### config.mk
export PLATFORM = sky130hd
export DESIGN_NAME = uart_tx_arbiter
export DESIGN_NICKNAME = d
export VERILOG_FILES = /design/src/rtl/uart_pkg.sv /design/src/rtl/rr_arbiter.sv /design/src/rtl/uart_tx_arbiter.sv
export SDC_FILE = /design/constraint.sdc
export NUM_CORES = 1
export LEC_CHECK = 0
export CORE_UTILIZATION = 35
export DETAILED_ROUTE_END_ITERATION = 8
export GPL_TIMING_DRIVEN = 0
export PLACE_DENSITY = 0.72
export SETUP_SLACK_MARGIN = 0.1
export SYNTH_ARGS = -nofsm -noshare
export SYNTH_HDL_FRONTEND = slang
export SYNTH_SLANG_ARGS = --single-unit
### constraint.sdc
create_clock -name clk -period 2.3 [get_ports clk]
set_clock_uncertainty 0.05 [all_clocks]
set_input_delay 0.345 -clock clk [delete_from_list [all_inputs] [get_ports clk]]
set_output_delay 0.345 -clock clk [all_outputs]
set_load 0.02 [all_outputs]
### src/rtl/uart_pkg.sv
// uart_pkg: shared arbiter state type, data width default and one-hot helper
// for the uart_tx arbitration slice.
package uart_pkg;

   localparam int UART_DATA_W = 8;
   localparam int MAX_REQ     = 8;

   typedef enum logic [1:0] {
      IDLE      = 2'd0,
      SEND      = 2'd1,
      WAIT_DONE = 2'd2
   } arb_state_t;

   function automatic logic [MAX_REQ-1:0] onehot(
      input int unsigned idx,
      input int unsigned n
   );
      logic [MAX_REQ-1:0] v;
      v = '0;
      if (idx < n && idx < MAX_REQ)
         v = MAX_REQ'(1) << idx;
      return v;
   endfunction

endpackage

### src/rtl/rr_arbiter.sv
// rr_arbiter: combinational round-robin pick, first set req bit at or above
// ptr, wrapping to the lowest set bit when nothing is set above it.
module rr_arbiter #(
   parameter  int NREQ = 4,
   localparam int PW   = $clog2(NREQ)
) (
   input  logic [NREQ-1:0] req,
   input  logic [PW-1:0]   ptr,
   output logic            any,
   output logic [PW-1:0]   winner
);

   logic [NREQ-1:0] w_mask;
   logic [NREQ-1:0] w_masked;
   logic [NREQ-1:0] w_pick;

   assign w_mask   = ~((NREQ'(1) << ptr) - NREQ'(1));
   assign w_masked = req & w_mask;
   assign w_pick   = (|w_masked) ? w_masked : req;
   assign any      = |req;

   always_comb begin
      winner = '0;
      for (int i = NREQ - 1; i >= 0; i--)
         if (w_pick[i])
            winner = PW'(i);
   end

endmodule

### src/rtl/uart_tx_arbiter.sv
// uart_tx_arbiter: round-robin sharing of one uart_tx between NREQ byte
// requesters, with a busy-wait timeout in SEND.
module uart_tx_arbiter
   import uart_pkg::*;
#(
   parameter int NREQ    = 4,
   parameter int WIDTH   = UART_DATA_W,
   parameter int TIMEOUT = 255
) (
   input  logic                    clk,
   input  logic                    rst,
   input  logic [NREQ-1:0]         req,
   input  logic [NREQ*WIDTH-1:0]   req_data,
   output logic [NREQ-1:0]         gnt,
   input  logic                    busy,
   input  logic                    uart_tx_done,
   output logic [WIDTH-1:0]        tx_p_data,
   output logic                    uart_tx_data_valid,
   output logic [$clog2(NREQ)-1:0] active_id,
   output logic                    timeout_err
);

   localparam int PW = $clog2(NREQ);
   localparam int CW = $clog2(TIMEOUT + 1);

   arb_state_t      r_state;
   logic [PW-1:0]   r_ptr;
   logic [CW-1:0]   r_cnt;

   logic            w_any;
   logic [PW-1:0]   w_win;
   logic [PW-1:0]   w_ptr_nxt;
   logic [WIDTH-1:0] w_data;

   rr_arbiter #(.NREQ(NREQ)) u_rr (
      .req    (req),
      .ptr    (r_ptr),
      .any    (w_any),
      .winner (w_win)
   );

   always_comb begin
      w_data = '0;
      for (int i = 0; i < NREQ; i++)
         if (w_win == PW'(i))
            w_data = req_data[i*WIDTH +: WIDTH];
   end

   assign w_ptr_nxt = (w_win == PW'(NREQ - 1)) ? '0 : w_win + 1'b1;

   always_ff @(posedge clk or posedge rst) begin
      if (rst) begin
         r_state            <= IDLE;
         r_ptr              <= '0;
         r_cnt              <= '0;
         gnt                <= '0;
         tx_p_data          <= '0;
         uart_tx_data_valid <= 1'b0;
         active_id          <= '0;
         timeout_err        <= 1'b0;
      end else begin
         gnt         <= '0;
         timeout_err <= 1'b0;
         unique case (r_state)
            IDLE: begin
               if (w_any) begin
                  tx_p_data          <= w_data;
                  gnt                <= NREQ'(onehot(32'(w_win), NREQ));
                  active_id          <= w_win;
                  uart_tx_data_valid <= 1'b1;
                  r_cnt              <= '0;
                  r_ptr              <= w_ptr_nxt;
                  r_state            <= SEND;
               end
            end
            SEND: begin
               // busy outranks an expiring counter on the same edge
               if (busy) begin
                  uart_tx_data_valid <= 1'b0;
                  r_state            <= WAIT_DONE;
               end else if (r_cnt == CW'(TIMEOUT)) begin
                  uart_tx_data_valid <= 1'b0;
                  timeout_err        <= 1'b1;
                  r_state            <= IDLE;
               end else begin
                  r_cnt <= r_cnt + 1'b1;
               end
            end
            WAIT_DONE: begin
               if (uart_tx_done || !busy)
                  r_state <= IDLE;
            end
            default: r_state <= IDLE;
         endcase
      end
   end

endmodule

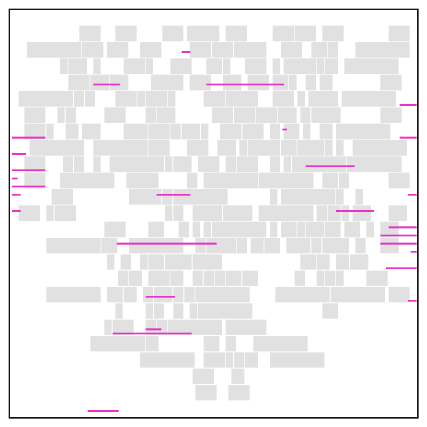
layer_met3.png
(6 px per um)
The layer holds 3.0% of the routed length. The wires run mostly horizontal. The layer carries 128 um of wire. 25 nets have wire on it. The longest straight run is 16.3 um.
met3 demand-to-capacity share in global routing: 2.33%
via count of the routed design: 1493
final wirelength: 4240 um

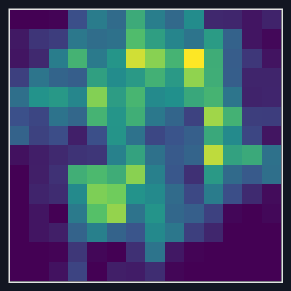
metal_density.png
(4 px per um) The die is cut into 14 by 14 equal tiles; dark purple is low, yellow is high, scaled to the fullest tile. Values are wire area over tile area, all layers added.
The emptiest ninth of the die: lower right. The fullest tile reaches 0.46. 24% of the tiles are over half the peak.
detailed-route wire length per cell: 14.9 um
global router's overall resource usage: 16.7%

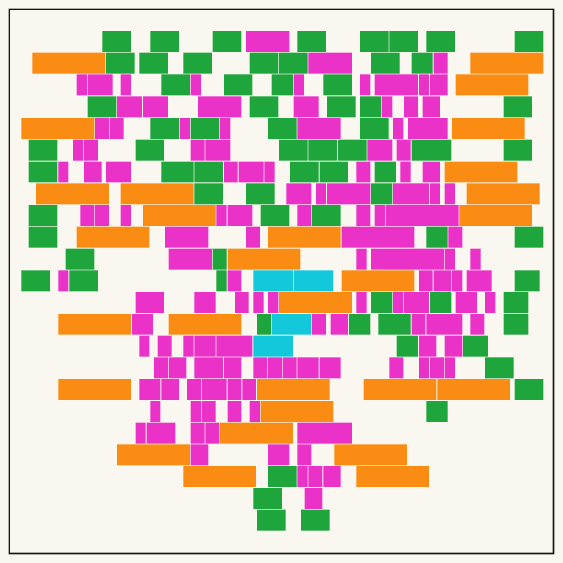
placement_by_type.png
(8 px per um)
Orange stands for sequential cells, cells 28, share of their area 30%. Magenta stands for combinational and other logic, cells 130, share of their area 38%. Green stands for remaining buffers and delay cells, cells 72, share of their area 29%. Cyan stands for clock drivers and dummy loads, cells 4, share of their area 2.4%.

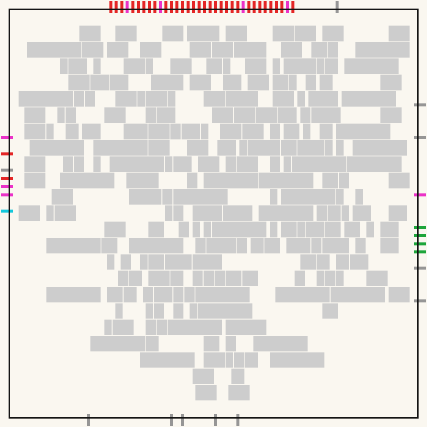
io_placement.png
(6 px per um) Pins as bars across the die edge, other pins in gray.
Green stands for req, pins 4, direction input, edge right. Magenta stands for tx_p_data, pins 8, direction output, edge 4 top, 3 left, 1 right. Cyan stands for rst, pins 1, direction input, edge left. Red stands for req_data, pins 32, direction input, edge 30 top, 2 left.

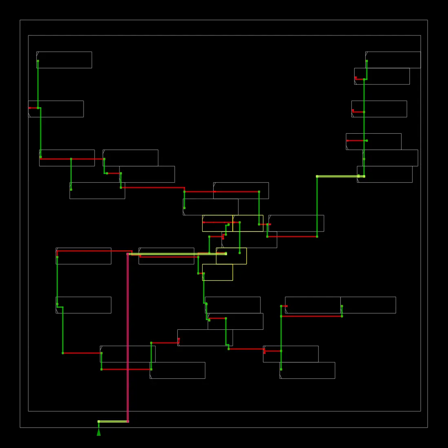
clocks.png
Power Clock: 0.300 mW
clock buffer count from CTS: 3

==> report_table.html <==
<!-- implementation run metrics -->
<table>
<tr><th>Metric</th><th>Value</th></tr>
<tr><th colspan="2">Final layout</th></tr>
<tr><td>Fraction of area in multi-input gates</td><td>34.9%</td></tr>
<tr><td>Top class by area</td><td>logic gates</td></tr>
<tr><td>Multi-input comb cells</td><td>115</td></tr>
<tr><td>Finished layout cell area</td><td>2380 um2</td></tr>
<tr><td>Clock network area share</td><td>2.31%</td></tr>
<tr><td>Commonest Layout Cell</td><td>sky130_fd_sc_hd__clkdlybuf4s50_1</td></tr>
<tr><td>Filler cell count in the final layout</td><td>355</td></tr>
<tr><td>Non-clock inverter count</td><td>15</td></tr>
<tr><td>Final sequential cell count</td><td>28</td></tr>
<tr><td>Number of nets in the layout</td><td>280</td></tr>
<tr><td>Synth-to-layout area growth</td><td>57.1%</td></tr>
<tr><td>Non-clock buffer count</td><td>72</td></tr>
<tr><td>Ratio of cells with drive above 1 in the final layout</td><td>17.1%</td></tr>
<tr><td>Signal buf overhead</td><td>28.4%</td></tr>
<tr><td>Final standard cell utilization of the core</td><td>58.4%</td></tr>
<tr><th colspan="2">Clocking</th></tr>
<tr><td>Root Driver</td><td>sky130_fd_sc_hd__clkbuf_8</td></tr>
<tr><td>Insertion Delay late pin</td><td>0.27 ns</td></tr>
<tr><td>Clock tree from TritonCTS</td><td>done</td></tr>
<tr><td>Longest Clk Path Bufs</td><td>2</td></tr>
<tr><td>H-tree levels</td><td>1</td></tr>
<tr><td>CTS clock-pin slew for the worst setup and hold paths</td><td>0.10 ns</td></tr>
<tr><td># hold bufs at CTS</td><td>0</td></tr>
<tr><th colspan="2">Power</th></tr>
<tr><td>Switching fraction of total power</td><td>40.8%</td></tr>
<tr><td>Power Dens Cells</td><td>1120 nW/um2</td></tr>
<tr><td>Max IR drop VDD</td><td>0.569 mV</td></tr>
<tr><td>Seq pwr share</td><td>29.3%</td></tr>
<tr><td>Power of the sequential group</td><td>0.785 mW</td></tr>
<tr><td>Net switching power</td><td>1.09 mW</td></tr>
<tr><td>Internal portion of total power</td><td>1.59 mW</td></tr>
<tr><td>Combinational fraction of design power</td><td>59.5%</td></tr>
<tr><td>Comb group</td><td>1.59 mW</td></tr>
<tr><td>Clock network fraction of design power</td><td>11.2%</td></tr>
<tr><td>Leakage power of the design</td><td>1.05 nW</td></tr>
<tr><td>Overall Power</td><td>2.68 mW</td></tr>
<tr><th colspan="2">Final timing</th></tr>
<tr><td>Post-Route Hold Slack</td><td>0.440 ns</td></tr>
<tr><td>Setup repair after global routing missed its margin</td><td>true</td></tr>
<tr><td>Pin slew with the least headroom to its limit</td><td>1.06 ns</td></tr>
<tr><td>Relative slew slack</td><td>29.4%</td></tr>
<tr><td>Final Worst Setup Slack</td><td>0.113 ns</td></tr>
<tr><td>Final TNS setup</td><td>0 ns</td></tr>
<tr><td>Finish-stage setup viols</td><td>0</td></tr>
<tr><td>Final Max-Slew Violation Tally</td><td>0</td></tr>
<tr><td>Period utilisation layout</td><td>95.1%</td></tr>
<tr><td>Min Tclk post-route</td><td>2.19 ns</td></tr>
<tr><th colspan="2">Critical path</th></tr>
<tr><td>Timing startpoint of the critical path</td><td>r_ptr[0]</td></tr>
<tr><td>Top cell family by delay on the critical path</td><td>AND-OR/OR-AND gates</td></tr>
<tr><td>FF-to-FF End</td><td>tx_p_data[6]</td></tr>
<tr><td>Required time of the worst setup path</td><td>2.41 ns</td></tr>
<tr><td>Largest stage delay, worst path</td><td>0.42 ns</td></tr>
<tr><td>Reg-to-reg startpoint</td><td>r_ptr[0]</td></tr>
<tr><td>Sequence of cells on the critical path</td><td>nand2b_1 -&gt; a21oi_1 -&gt; a211o_1 -&gt; inv_2 -&gt; ha_4 -&gt; clkbuf_4 -&gt; a21oi_1 -&gt; o21ai_0 -&gt; a221oi_2 -&gt; nor2_1</td></tr>
<tr><td>Register-to-register setup slack</td><td>0.11 ns</td></tr>
<tr><td>CP endpoint</td><td>tx_p_data[6]</td></tr>
<tr><td>Critical path start-end classification</td><td>flip-flop to flip-flop</td></tr>
<tr><td>R2R cell count</td><td>10</td></tr>
<tr><td>Maximum fanout count along the critical path</td><td>5</td></tr>
<tr><td>Most Frequent Cell on Critical Path</td><td>sky130_fd_sc_hd__a21oi_1</td></tr>
<tr><th colspan="2">Logic synthesis</th></tr>
<tr><td>Commonest cells in the netlist</td><td>sky130_fd_sc_hd__dfrtp_1 (28), sky130_fd_sc_hd__a21oi_1 (23), sky130_fd_sc_hd__inv_1 (15), sky130_fd_sc_hd__nor2_1 (15), sky130_fd_sc_hd__nand2_1 (9)</td></tr>
<tr><td>Area share of the largest cell type after synthesis</td><td>46.2%</td></tr>
<tr><td>Chip area line of the yosys report</td><td>1520 um2</td></tr>
<tr><td>Netlist area before placement</td><td>1520 um2</td></tr>
<tr><td>Count of unique library cells instantiated by Yosys</td><td>36</td></tr>
<tr><td>Net count entering floorplan</td><td>212</td></tr>
<tr><td>Synth Warn #</td><td>0</td></tr>
<tr><td>And+or+nand+nor area frac</td><td>17.6%</td></tr>
<tr><td>Count of library flops with an enable pin</td><td>0</td></tr>
<tr><td>Area fraction in xor and xnor cells</td><td>0%</td></tr>
<tr><td>Arithmetic-cell share of the synthesized area counting full adders, half adders and majority gates</td><td>4.12%</td></tr>
<tr><td>Mean area per synthesized cell</td><td>9.09 um2</td></tr>
<tr><td>Synthesized instance count</td><td>167</td></tr>
<tr><td>Largest cells by area after synthesis</td><td>sky130_fd_sc_hd__dfrtp_1 (46%), sky130_fd_sc_hd__a21oi_1 (7.6%), sky130_fd_sc_hd__a211o_1 (4.6%), sky130_fd_sc_hd__a221oi_1 (4.6%), sky130_fd_sc_hd__ha_1 (4.1%)</td></tr>
<tr><td>Synthesized-area fraction occupied by ao, oa, aoi and oai cells</td><td>25.0%</td></tr>
<tr><td>Number of cell instances after yosys synthesis</td><td>167</td></tr>
<tr><td>Top-count cell post-synth</td><td>sky130_fd_sc_hd__dfrtp_1</td></tr>
<tr><td>Async set-reset flop share out of synthesis</td><td>100%</td></tr>
<tr><th colspan="2">Global route</th></tr>
<tr><td>Maximum number of pins on one net before global-route repair</td><td>29</td></tr>
<tr><td>Most congested layer reported by global routing</td><td>met2</td></tr>
<tr><td>Global-route track usage on met2</td><td>27.1%</td></tr>
<tr><td>Number of global-route vias before repair</td><td>1252</td></tr>
<tr><td>Global route overflow</td><td>0</td></tr>
<tr><td>First-pass GRT wire length</td><td>5790 um</td></tr>
<tr><td>Met1 Usage GRT</td><td>23.3%</td></tr>
<tr><th colspan="2">Job</th></tr>
<tr><td>Count of tool warnings</td><td>30</td></tr>
<tr><td>Maxcap violations</td><td>0</td></tr>
<tr><th colspan="2">Run status</th></tr>
<tr><td>Result of the run</td><td>completed</td></tr>
<tr><th colspan="2">Detailed routing</th></tr>
<tr><td>Highest Signal Layer</td><td>met4</td></tr>
<tr><td>Number of iterations in the first detailed-routing pass</td><td>4</td></tr>
<tr><td>Amount of wire on met3 after detailed routing</td><td>127 um</td></tr>
<tr><td>Residual DRC</td><td>0</td></tr>
<tr><td>Avg Vias per Cell</td><td>5.26</td></tr>
<tr><td>Count of routing violations after the opening detailed-route iteration</td><td>77</td></tr>
<tr><th colspan="2">Place</th></tr>
<tr><td>Post-detailed-placement cell area</td><td>2130 um2</td></tr>
<tr><td>GP Congestion</td><td>0.752</td></tr>
<tr><td>Placement Setup Slack</td><td>-0.576 ns</td></tr>
<tr><td>Post-Place Cells</td><td>272</td></tr>
<tr><td>DP HPWL</td><td>2760 um</td></tr>
<tr><td>Quantity of I/O buffers inserted on ports</td><td>55</td></tr>
<tr><th colspan="2">Min path</th></tr>
<tr><td>Hold Path Class</td><td>flip-flop to flip-flop</td></tr>
<tr><th colspan="2">Die</th></tr>
<tr><td>Num ports</td><td>56</td></tr>
<tr><td>Row cnt</td><td>23</td></tr>
<tr><td>Initial cell density of the core</td><td>37.1%</td></tr>
<tr><td>DIE AREA</td><td>4600 um2</td></tr>
<tr><td>Vertical die dimension</td><td>67.9 um</td></tr>
<tr><td>Placeable core area</td><td>4090 um2</td></tr>
<tr><td>Tap cell instance count</td><td>50</td></tr>
<tr><td>Die Span X</td><td>67.9 um</td></tr>
</table>
==> repair_timing <==
item,4_1_cts,5_1_grt
buffers inserted,3,5
setup endpoints to repair,9,8
pin swaps,3,8
gates resized,23,14
gates cloned,1,0
==> worst min-delay path, cell delays in order, from the launching register on <==
cell	delay [ns]
sky130_fd_sc_hd__dfrtp_1	0.36
sky130_fd_sc_hd__nand2_1	0.05
sky130_fd_sc_hd__o21ai_0	0.06
==> how the worst min path moves through the flow <==
stage / startpoint / end / slack [ns] / depth (start not counted)
floorplan: rst / active_id[0] / 0.36 / 1
global placement: active_id[1] / active_id[1] / 0.41 / 2
detailed placement: active_id[1] / active_id[1] / 0.43 / 2
CTS: active_id[1] / active_id[1] / 0.45 / 2
global route: uart_tx_data_valid / uart_tx_data_valid / 0.48 / 1
finish: active_id[1] / active_id[1] / 0.44 / 2
Power and IR drop assume default switching activity.
